## config.mk

```make
export PLATFORM = sky130hd
export DESIGN_NAME = alu_key_sequencer
export DESIGN_NICKNAME = d
export VERILOG_FILES = /design/src/rtl/alu_key_sequencer.sv
export SDC_FILE = /design/constraint.sdc
export NUM_CORES = 1
export LEC_CHECK = 0
export CORE_UTILIZATION = 52
export CTS_CLUSTER_SIZE = 30
export DETAILED_ROUTE_END_ITERATION = 6
export PLACE_DENSITY_LB_ADDON = 0.12
export REMOVE_ABC_BUFFERS = 1
export SETUP_SLACK_MARGIN = 0.2
export SLEW_MARGIN = 20
export SYNTH_ARGS = -nofsm -noshare
export SYNTH_HDL_FRONTEND = slang
export SYNTH_SLANG_ARGS = --single-unit
```

## constraint.sdc

```tcl
create_clock -name clk -period 2.1 [get_ports clk]
set_clock_uncertainty 0.15 [all_clocks]
set_input_delay 0.315 -clock clk [delete_from_list [all_inputs] [get_ports clk]]
set_output_delay 0.315 -clock clk [all_outputs]
set_load 0.05 [all_outputs]
```

## src/rtl/alu_key_sequencer.sv

```systemverilog
// Debounced pushbutton sequencer for a 4-bit ALU feeding the 7-seg converter.
// Optional ALU_LIVE_PREVIEW_EN: aluout mirrors sw_data while loading operands.
module alu_key_sequencer #(
  parameter int DEBOUNCE_CYCLES = 50000
) (
  input  logic       clk,
  input  logic       rst,
  input  logic       key,
  input  logic [3:0] sw_data,
  input  logic [1:0] sw_op,
  output logic [3:0] aluout,
  output logic       carry,
  output logic [1:0] phase
);

  localparam int CW =
    (DEBOUNCE_CYCLES > 2) ? $clog2(DEBOUNCE_CYCLES) : 1;
  localparam logic [CW-1:0] CNT_MAX = CW'(DEBOUNCE_CYCLES - 1);

  typedef enum logic [1:0] {
    LOAD_A = 2'b00,
    LOAD_B = 2'b01,
    EXEC   = 2'b10,
    SHOW   = 2'b11
  } state_t;

  state_t        state, state_d;
  logic          key_m, key_s;
  logic          stable;
  logic [CW-1:0] cnt;
  logic          press;
  logic          accept;
  logic [3:0]    a_q, a_d;
  logic [3:0]    b_q, b_d;
  logic [3:0]    out_q, out_d;
  logic          carry_q, carry_d;

  // Two-flop synchronizer; key_s is 1 while pressed.
  always_ff @(posedge clk or posedge rst) begin
    if (rst) begin
      key_m <= 1'b0;
      key_s <= 1'b0;
    end else begin
      key_m <= ~key;
      key_s <= key_m;
    end
  end

  assign accept = (key_s != stable) && (cnt == CNT_MAX);

  always_ff @(posedge clk or posedge rst) begin
    if (rst) begin
      cnt    <= '0;
      stable <= 1'b0;
      press  <= 1'b0;
    end else begin
      press <= accept && !stable;
      if (key_s == stable || accept) begin
        cnt <= '0;
      end else begin
        cnt <= cnt + CW'(1);
      end
      if (accept) begin
        stable <= ~stable;
      end
    end
  end

  always_comb begin
    state_d = state;
    a_d     = a_q;
    b_d     = b_q;
    out_d   = out_q;
    carry_d = carry_q;
    unique case (state)
      LOAD_A: begin
        if (press) begin
          a_d     = sw_data;
          out_d   = sw_data;
          carry_d = 1'b0;
          state_d = LOAD_B;
        end
      end
      LOAD_B: begin
        if (press) begin
          b_d     = sw_data;
          out_d   = sw_data;
          state_d = EXEC;
        end
      end
      EXEC: begin
        state_d = SHOW;
        unique case (sw_op)
          2'b00: {carry_d, out_d} = {1'b0, a_q} + {1'b0, b_q};
          2'b01: begin
            out_d   = a_q - b_q;
            carry_d = (a_q < b_q);
          end
          2'b10: begin
            out_d   = a_q & b_q;
            carry_d = 1'b0;
          end
          2'b11: begin
            out_d   = a_q | b_q;
            carry_d = 1'b0;
          end
        endcase
      end
      SHOW: begin
        if (press) begin
          state_d = LOAD_A;
        end
      end
    endcase
  end

  always_ff @(posedge clk or posedge rst) begin
    if (rst) begin
      state   <= LOAD_A;
      a_q     <= '0;
      b_q     <= '0;
      out_q   <= '0;
      carry_q <= 1'b0;
    end else begin
      state   <= state_d;
      a_q     <= a_d;
      b_q     <= b_d;
      out_q   <= out_d;
      carry_q <= carry_d;
    end
  end

  assign phase = state;

`ifdef ALU_LIVE_PREVIEW_EN
  logic loading;
  assign loading = (state == LOAD_A) || (state == LOAD_B);
  assign aluout  = loading ? sw_data : out_q;
  assign carry   = loading ? 1'b0 : carry_q;
`else
  assign aluout = out_q;
  assign carry  = carry_q;
`endif

endmodule

```

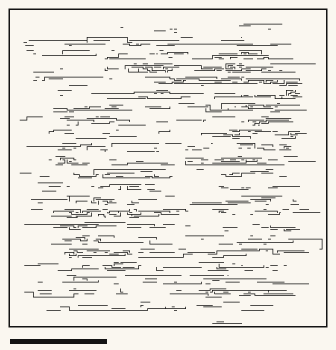
(images/m1.png)
The bar under the picture is 20 µm long.
nets with wire on the layer = 236
main direction = horizontal
wire length on this layer = 1810 µm
share of all routed wire = 42%
total number of vias: 1552
GR met1 Demand/Resource: 25.88%
aggregate routed wire length: 4269 µm

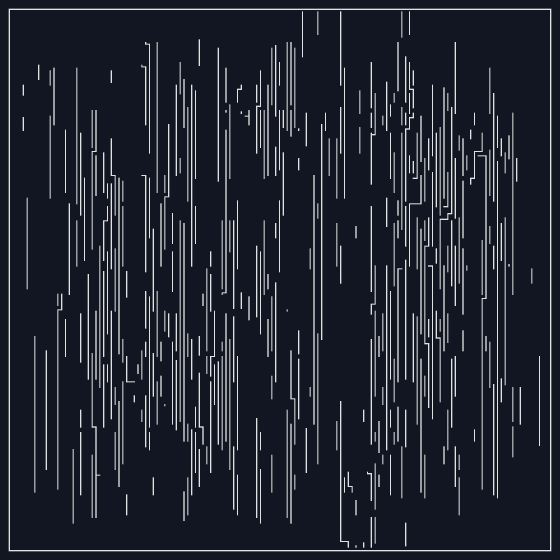
(images/m2.png)
nets with wire on the layer = 230
wire length on this layer = 2300 µm
main direction = vertical
longest straight run = 40.5 µm
met2 Use GR: 37.63%

==> PnR_summary.wiki <==
=== Synthesis and place and route ===
{| class="wikitable"
! Metric !! Value
|-
| Drc violations || 0
|-
| Post-route worst setup slack || -0.01344 ns
|-
| Grt ovf || 0
|-
| Share of the cycle needed by the critical path after routing || 100.6%
|-
| Power share of the combinational group || roughly an eighth
|-
| Violated checks || setup timing
|-
| Final Setup Violations || 1
|-
| Routed Antenna Nets || 0
|-
| Number of well taps || between 40 and 50
|-
| Post-detailed-route wirelength per cell || 15.08 µm
|-
| Floorplan core density || 55.08%
|-
| Final core utilization || 71.12%
|-
| Main area contributors || dfrtp_1 42%, ha_1 10%, nor2_1 5.3%
|-
| Via count of the first global-routing pass || 1605
|-
| Combinational share of cell area || roughly 49%
|-
| M1 wire length || 1812 µm
|-
| Pin slew with the least headroom to its limit || just over 0.8 ns
|-
| Run status || finished with violations
|-
| Net Switching || 347.9 µW
|-
| Post-route cell area || roughly 2700 µm²
|-
| Cell-by-cell trace of the critical path || ha_4, fa_2, xor2_1, mux4_2, mux2i_1, a21oi_1
|-
| Metal3 WL || 83 µm
|-
| Crit path capture type || register
|-
| Detailed placer's ending HPWL || 2806 µm
|-
| Sequential cell count of the final layout || 35
|-
| Total area of multi-input combinational cells || 1304 µm²
|-
| Row count || 22
|-
| CP startpoint kind || register
|-
| Antenna Diode Count || 0
|}
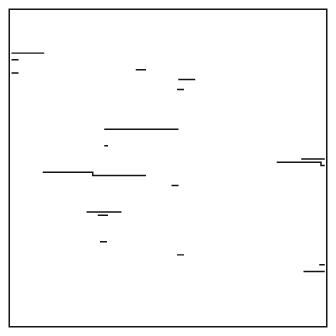
(images/m3.png)
wire length on this layer = 83.7 µm
share of all routed wire = 2.0%
main direction = horizontal
longest straight run = 14.9 µm
global-route track usage on met3: 4.049%

worst paths after layout:
kind / start / end / slack (ns) / cells after the start
hold / removal: key_m / key_s / 0.20 / 0
hold reg to reg: key_m / key_s / 0.20 / 0
setup reg to reg: b_q[0] / aluout[2] / -0.01 / 6
min in group asynchronous: rst / cnt[1] / 0.28 / 3
setup / recovery: b_q[0] / aluout[2] / -0.01 / 6
max in group asynchronous: rst / a_q[1] / 1.18 / 3
kinds of logic (layout without fill, tap and decap cells):
family	count (synthesis)	after routing	synth area share, %
simple gates	73	74	17.48
flops	35	35	42.48
buf+inv	24	54	4.732
compound gates	20	20	6.129
fa+ha+maj	19	19	12.26
xor+xnor	17	17	7.221
mux	16	16	9.709
No activity file was given, so power comes from the tool's default toggle rates.
